==> run_1/gate_families.png <==
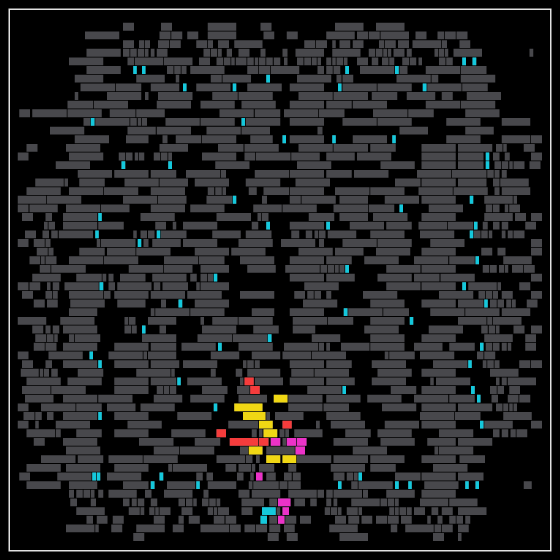
==> run_1/final_congestion.png <==
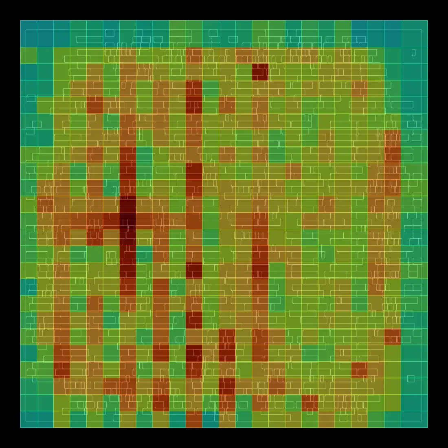
==> run_1/registers.png <==
Scale bar: 50 µm. Other sequential cells in the stronger gray, the rest of the logic in the fainter gray.
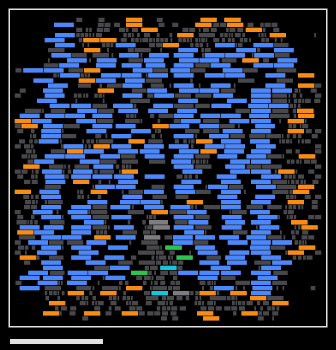
$ cat src/rtl/wr_req_tgt_pkg.sv
// Shared types and width helpers for the crossbar write-request target.
package wr_req_tgt_pkg;

    // Handshake FSM states.
    typedef enum logic [1:0] {
        IDLE     = 2'd0,
        ACK      = 2'd1,
        WAIT_LOW = 2'd2
    } tgt_state_e;

    // Master index width; a single-master crossbar still carries a 1-bit sel.
    function automatic int unsigned sel_width(input int unsigned master_num);
        return (master_num > 1) ? $clog2(master_num) : 1;
    endfunction

    // Packed queue entry is {src, addr, data}, src in the MSBs.
    function automatic int unsigned entry_width(input int unsigned sw, input int unsigned aw,
                                                input int unsigned dw);
        return sw + aw + dw;
    endfunction

endpackage

$ cat src/rtl/wr_req_tgt_fifo.sv
// Synchronous FIFO with wrap-bit pointers and a registered head word.
module wr_req_tgt_fifo #(
    parameter int unsigned WIDTH = 8,
    parameter int unsigned DEPTH = 4,
    localparam int unsigned AW = $clog2(DEPTH),
    localparam int unsigned PW = AW + 1
) (
    input  logic             clk,
    input  logic             rst_n,
    input  logic             push,
    input  logic [WIDTH-1:0] push_data,
    input  logic             pop,
    output logic             full,
    output logic             empty,
    output logic [PW-1:0]    level,
    output logic [WIDTH-1:0] head
);

    logic [WIDTH-1:0] mem_q [DEPTH];
    logic [PW-1:0]    wr_ptr_q, rd_ptr_q;
    logic [WIDTH-1:0] head_q, head_d;
    logic [AW-1:0]    rd_next_idx;
    logic             do_push, do_pop;

    assign empty       = (wr_ptr_q == rd_ptr_q);
    assign full        = (wr_ptr_q[AW] != rd_ptr_q[AW]) && (wr_ptr_q[AW-1:0] == rd_ptr_q[AW-1:0]);
    assign level       = wr_ptr_q - rd_ptr_q;
    assign do_push     = push && !full;
    assign do_pop      = pop && !empty;
    assign rd_next_idx = rd_ptr_q[AW-1:0] + AW'(1);
    assign head        = head_q;

    // Storage array, written only on an accepted push.
    always_ff @(posedge clk) begin
        if (do_push) begin
            mem_q[wr_ptr_q[AW-1:0]] <= push_data;
        end
    end

    // Head follows whatever entry will sit at the read pointer after this edge.
    always_comb begin
        head_d = head_q;
        if (do_pop) begin
            if (level == PW'(1)) begin
                if (do_push) begin
                    head_d = push_data;
                end
            end else begin
                head_d = mem_q[rd_next_idx];
            end
        end else if (empty && do_push) begin
            head_d = push_data;
        end
    end

    // Pointers and head register.
    always_ff @(posedge clk or negedge rst_n) begin
        if (!rst_n) begin
            wr_ptr_q <= '0;
            rd_ptr_q <= '0;
            head_q   <= '0;
        end else begin
            if (do_push) begin
                wr_ptr_q <= wr_ptr_q + PW'(1);
            end
            if (do_pop) begin
                rd_ptr_q <= rd_ptr_q + PW'(1);
            end
            head_q <= head_d;
        end
    end

endmodule

$ cat src/rtl/wr_req_target.sv
// Crossbar write-request target: four-phase req/ack intake, request queue,
// and drain to a storage write port with backpressure.
// Optional address range check: define WR_REQ_TGT_ADDR_CHECK_EN.
module wr_req_target
    import wr_req_tgt_pkg::*;
#(
    parameter int unsigned        AWIDTH     = 32,
    parameter int unsigned        DWIDTH     = 32,
    parameter int unsigned        MASTER_NUM = 2,
    parameter int unsigned        FIFO_DEPTH = 4,
    parameter logic [AWIDTH-1:0]  BASE_ADDR  = '0,
    parameter logic [AWIDTH-1:0]  ADDR_SPAN  = AWIDTH'(32'h1000),
    localparam int unsigned       SW         = sel_width(MASTER_NUM),
    localparam int unsigned       LW         = $clog2(FIFO_DEPTH) + 1
) (
    input  logic              aclk,
    input  logic              aresetn,
    input  logic [SW-1:0]     sel,
    input  logic [AWIDTH-1:0] addr,
    input  logic [DWIDTH-1:0] wdata,
    input  logic              req,
    output logic              ack,
    output logic [SW-1:0]     ack_sel,
    output logic              err,
    output logic              mem_we,
    output logic [AWIDTH-1:0] mem_addr,
    output logic [DWIDTH-1:0] mem_wdata,
    output logic [SW-1:0]     mem_src,
    input  logic              mem_ready,
    output logic [LW-1:0]     fifo_level,
    output logic              busy
);

    localparam int unsigned EW = entry_width(SW, AWIDTH, DWIDTH);

    tgt_state_e    state_q, state_d;
    logic [SW-1:0] ack_sel_q, ack_sel_d;
    logic          err_q, err_d;
    logic          push, pop, full, empty, in_range;
    logic [EW-1:0] head;

`ifdef WR_REQ_TGT_ADDR_CHECK_EN
    logic [AWIDTH-1:0] addr_off;
    assign addr_off = addr - BASE_ADDR;
    assign in_range = (addr >= BASE_ADDR) && (addr_off < ADDR_SPAN);
`else
    assign in_range = 1'b1;
    // Range parameters only matter with the check enabled; keep them referenced.
    if (BASE_ADDR == ADDR_SPAN) begin : g_range_cfg_unused
    end
`endif

    wr_req_tgt_fifo #(
        .WIDTH (EW),
        .DEPTH (FIFO_DEPTH)
    ) u_fifo (
        .clk       (aclk),
        .rst_n     (aresetn),
        .push      (push),
        .push_data ({sel, addr, wdata}),
        .pop       (pop),
        .full      (full),
        .empty     (empty),
        .level     (fifo_level),
        .head      (head)
    );

    // Handshake next-state: accept in IDLE, pulse ack once, then wait for req to drop.
    always_comb begin
        state_d   = state_q;
        ack_sel_d = ack_sel_q;
        err_d     = err_q;
        push      = 1'b0;
        unique case (state_q)
            IDLE: begin
                if (req) begin
                    if (!in_range) begin
                        // Rejections never touch the queue, so full does not block them.
                        state_d   = ACK;
                        ack_sel_d = sel;
                        err_d     = 1'b1;
                    end else if (!full) begin
                        push      = 1'b1;
                        state_d   = ACK;
                        ack_sel_d = sel;
                        err_d     = 1'b0;
                    end
                end
            end
            ACK:      state_d = WAIT_LOW;
            WAIT_LOW: if (!req) state_d = IDLE;
            default:  state_d = IDLE;
        endcase
    end

    // Handshake state and captured ack fields.
    always_ff @(posedge aclk or negedge aresetn) begin
        if (!aresetn) begin
            state_q   <= IDLE;
            ack_sel_q <= '0;
            err_q     <= 1'b0;
        end else begin
            state_q   <= state_d;
            ack_sel_q <= ack_sel_d;
            err_q     <= err_d;
        end
    end

    assign ack     = (state_q == ACK);
    assign ack_sel = ack ? ack_sel_q : '0;
    assign err     = ack && err_q;

    // Storage side is driven straight from the queue head; it pops only on acceptance.
    assign mem_we                          = !empty;
    assign pop                             = mem_we && mem_ready;
    assign {mem_src, mem_addr, mem_wdata}  = head;
    assign busy                            = !empty || (state_q != IDLE);

endmodule
$ cat config.mk
export PLATFORM = sky130hd
export DESIGN_NAME = wr_req_target
export DESIGN_NICKNAME = d
export VERILOG_FILES = /design/src/rtl/wr_req_tgt_pkg.sv /design/src/rtl/wr_req_tgt_fifo.sv /design/src/rtl/wr_req_target.sv
export SDC_FILE = /design/constraint.sdc
export NUM_CORES = 1
export LEC_CHECK = 0
export CAP_MARGIN = 20
export CORE_MARGIN = 2
export CORE_UTILIZATION = 49
export CTS_BUF_LIST = sky130_fd_sc_hd__clkbuf_16
export DETAILED_ROUTE_END_ITERATION = 16
export HOLD_SLACK_MARGIN = 0.08
export PLACE_DENSITY_LB_ADDON = 0.1
export SKIP_CTS_REPAIR_TIMING = 1
export SYNTH_ARGS = -nofsm -noshare
export SYNTH_HDL_FRONTEND = slang
export SYNTH_SLANG_ARGS = --single-unit
$ cat constraint.sdc
create_clock -name aclk -period 4.38 [get_ports aclk]
set_input_delay 0.657 -clock aclk [delete_from_list [all_inputs] [get_ports aclk]]
set_output_delay 0.657 -clock aclk [all_outputs]
set_load 0.01 [all_outputs]
==> results_dict.tcl, run 1 <==
# flow metrics
set metrics [dict create \
    status "finished, final reports clean" \
    first_pass_iters 5 \
    worst_slew_pin_slew_ns 1.004 \
    taps 341 \
    die_w_um 169.8 \
    yosys_area_um2 13480 \
    topCellsByArea "edfxtp_1 (58%), dfrtp_1 (14%), mux4_2 (11%)" \
    nNonClkBuffers 155 \
    cts_max_path_buffers 3 \
    ios 142 \
    syn_area_um2 13480 \
    placedInstanceArea_um2 15200 \
    chipArea_um2 28850 \
    fill_cells 1972 \
    yosys_warnings 0 \
    rows 60 \
    crit_fanout 28 \
    crit_family "simple AND/OR/NAND/NOR gates" \
    chipHeight_um 169.8 \
    layout-drive-gt1-share_pct 14.95 \
    yosys-top-cells-count "edfxtp_1 (260), a31oi_1 (130), dfrtp_1 (74)" \
    port_buffers 140 \
    leakagePower_nw 5.759 \
    final-instance-count-excl-fill 1332 \
    grt_pass1_vias 8295 \
    synth_top_area_share_pct 57.93 \
    tns_ns 0 \
    grt-ovfl-total 0 \
    n_antenna_cell 1 \
    synth_cell_types 31 \
    largest_area_cell "edfxtp_1" \
    vias 7936 \
    drc 0 \
]
## Picture notes: gate_families.png
Key: adder and majority cells = yellow [cells 8, most used ha_1, where bottom center]; XOR/XNOR gates = red [cells 6, most used xnor2_1, where bottom center]; AND and OR gates = magenta [cells 8, most used and2_4, where bottom center]; NOR gates = cyan [cells 67, most used nor2_1, where all over the die]

## Picture notes: final_congestion.png
grt met1 use: 27.83%
GRT Max-Usage Layer: met2
drt wl/cell: 22.94 µm
overall global routing resource usage: 21.52%
met3 usage: 3.140%

## Picture notes: registers.png
Key: `u_fifo.wr_ptr_q` = green [flops 3]; `u_fifo.mem_q` = blue [flops 260, where all over the die]; `state_q` = cyan [flops 2]; `u_fifo.head` = orange [flops 65, where all over the die]
Another 4 sequential cells are not colored.

## run 1: registers in the layout, indices dropped and copies added, names as in the netlist
signal,count
u_fifo.mem_q,260
u_fifo.head,65
u_fifo.rd_ptr_q,3
u_fifo.wr_ptr_q,3
state_q,2
ack_sel_q,1
## run 1: per-stage QoR
stage / power (mW) / worst slack (ns) / utilization, % / hold slack (ns)
after CTS: 13.63 / 0.5827 / 60.86 / 0.2208
final: 13.51 / 0.6392 / 60.95 / 0.2017
after floorplan: 8.542 / 0.9518 / - / 0.3614
after global placement: 10.34 / 1.134 / 56.38 / 0.5007
after detailed placement: 10.55 / 1.126 / 56.38 / 0.5048
after global routing: 14.28 / 0.4842 / 60.95 / 0.2507
## run 1: logic make-up (layout without fill, tap and decap cells)
| logic type | Yosys count | count (layout) | share of synthesized area, % |
|---|---|---|---|
| XOR/XNOR | 6 | 6 | 0.5107 |
| buffers and inverters | 71 | 225 | 2.702 |
| AND/OR/NAND/NOR | 213 | 213 | 6.796 |
| AND-OR/OR-AND | 135 | 135 | 6.387 |
| flip-flops | 334 | 334 | 71.67 |
| multiplexers | 68 | 68 | 11.10 |
| other | 1 | 2 | 0.02783 |
| adder cells (fa/ha/maj) | 8 | 8 | 0.7984 |
## run 1: report_power, final
part | switching, mW | leakage [nW] | total (mW) | internal (mW)
logic | 3.18 | 1.98 | 5.73 | 2.55
clock network | 1.18 | 0.608 | 3.06 | 1.89
registers | 0.446 | 3.17 | 4.72 | 4.27
total | 4.80 | 5.76 | 13.5 | 8.71
## run 1: path summary, 6_finish.rpt
kind	slack, ns	end
setup / recovery	0.64	busy
hold / removal	0.20	u_fifo.head[15]
setup reg to reg	1.13	u_fifo.head[28]
hold reg to reg	0.53	ack_sel_q
max in group asynchronous	3.28	u_fifo.head[39]
min in group aclk	0.53	ack_sel_q
==> run_1/met2.png <==
Scale bar: 50 µm.
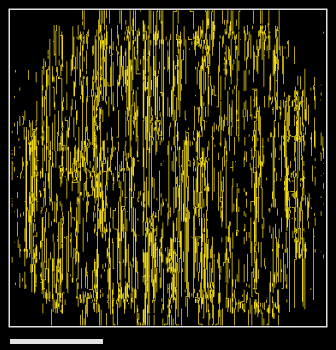

==> run 1 -> run 2 <==
- CELL_PAD_IN_SITES_DETAIL_PLACEMENT: unset -> 1
- CELL_PAD_IN_SITES_GLOBAL_PLACEMENT: unset -> 2
- CORE_MARGIN: 2 -> unset
- CORE_UTILIZATION: 49 -> 41
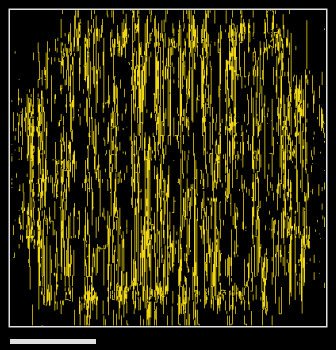
(run_2/met2.png)
Scale bar: 50 µm.
The layer carries 17000 µm of wire. The wires run mostly vertical.

==> results_dict.tcl, run 2 <==
# flow metrics
set metrics [dict create \
    layout-drive-gt1-share_pct 14.36 \
    reg2reg_to "u_fifo.mem_q[1][6]" \
    endpoint "busy" \
    ios 142 \
    met1_usage_pct 25.85 \
    n_antenna_cell 0 \
    status "finished, final reports clean" \
    grt_usage_pct 20.14 \
    drt_iter0_markers 617 \
    drc 0 \
    chipArea_um2 33600 \
    fill_cells 3096 \
    placedInstanceArea_um2 15260 \
    vias 8027 \
    leakagePower_nw 5.746 \
    worst_slack_ns 0.9679 \
    final-instance-count-excl-fill 1431 \
    crit_fanout 25 \
    largest_reg_flops 260 \
    via_per_inst 5.609 \
    ff2ff_setup_slack_ns 1.56 \
    yosys_warnings 0 \
    tns_ns 0 \
    topCellsByArea "edfxtp_1 (58%), dfrtp_1 (14%), mux4_2 (11%)" \
    power_mw 13.53 \
    avgRoutedWirePerCell_um 23.00 \
    grt-ovfl-total 0 \
    use_met3_pct 2.998 \
    rows 66 \
    largest_area_cell "edfxtp_1" \
    busiest_layer "met2" \
    worst_hold_slack_ns 0.1110 \
    worst_slew_pin_slew_ns 1.049 \
    grt_pass1_vias 8897 \
    cts_max_path_buffers 3 \
    synth_top_area_share_pct 57.93 \
    chipHeight_um 183.3 \
    yosys_area_um2 13480 \
    utilization_pct 50.76 \
]
[run 2: power breakdown]
part | leakage [nW] | switching, mW | internal (mW) | total [mW]
clock network | 0.621 | 1.23 | 1.79 | 3.01
registers | 3.17 | 0.366 | 4.28 | 4.65
logic | 1.95 | 3.35 | 2.52 | 5.87
[run 2: worst min-delay path by stage]
| stage | startpoint | end | slack [ns] | depth (start not counted) |
|---|---|---|---|---|
| after floorplan | aresetn | ack_sel_q | 0.36 | 0 |
| after global placement | u_fifo.rd_ptr_q[2] | u_fifo.rd_ptr_q[2] | 0.51 | 1 |
| after detailed placement | u_fifo.rd_ptr_q[2] | u_fifo.rd_ptr_q[2] | 0.51 | 1 |
| after CTS | aresetn | u_fifo.head[31] | 0.38 | 1 |
| after global routing | aresetn | u_fifo.head[31] | 0.14 | 1 |
| final | aresetn | u_fifo.head[35] | 0.11 | 1 |
[run 2: layout make-up]
cell class              count  share of cell area [%]
well taps                 442                   3.357
inverters                   6                  0.1367
clock buffers              39                   5.924
repair buffers            150                   9.221
multi-input cells         431                   21.43
clock inverters            29                   1.268
flip-flops and latches    334                   58.66
[run 2: kinds of logic (layout without fill, tap and decap cells)]
| group | count (synthesis) | after routing | share of synthesized area, % |
|---|---|---|---|
| xor gates and xnor gates | 6 | 6 | 0.5107 |
| other | 1 | 1 | 0.02783 |
| buffers and inverters | 71 | 224 | 2.702 |
| AOI/OAI and AO/OA | 135 | 135 | 6.387 |
| and+or+nand+nor | 213 | 213 | 6.796 |
| adders and majority gates | 8 | 8 | 0.7984 |
| muxes | 68 | 68 | 11.10 |
| DFF | 334 | 334 | 71.67 |
[run 2: worst max-delay path, delay by kind of cell (launching register included)]
family	cells	cell delay (ns)
adder cells (fa/ha/maj)	1	0.29
flip-flops	1	0.45
buffers and inverters	2	0.57
AND/OR/NAND/NOR	3	0.93
Power is estimated from default activity; no workload was simulated.
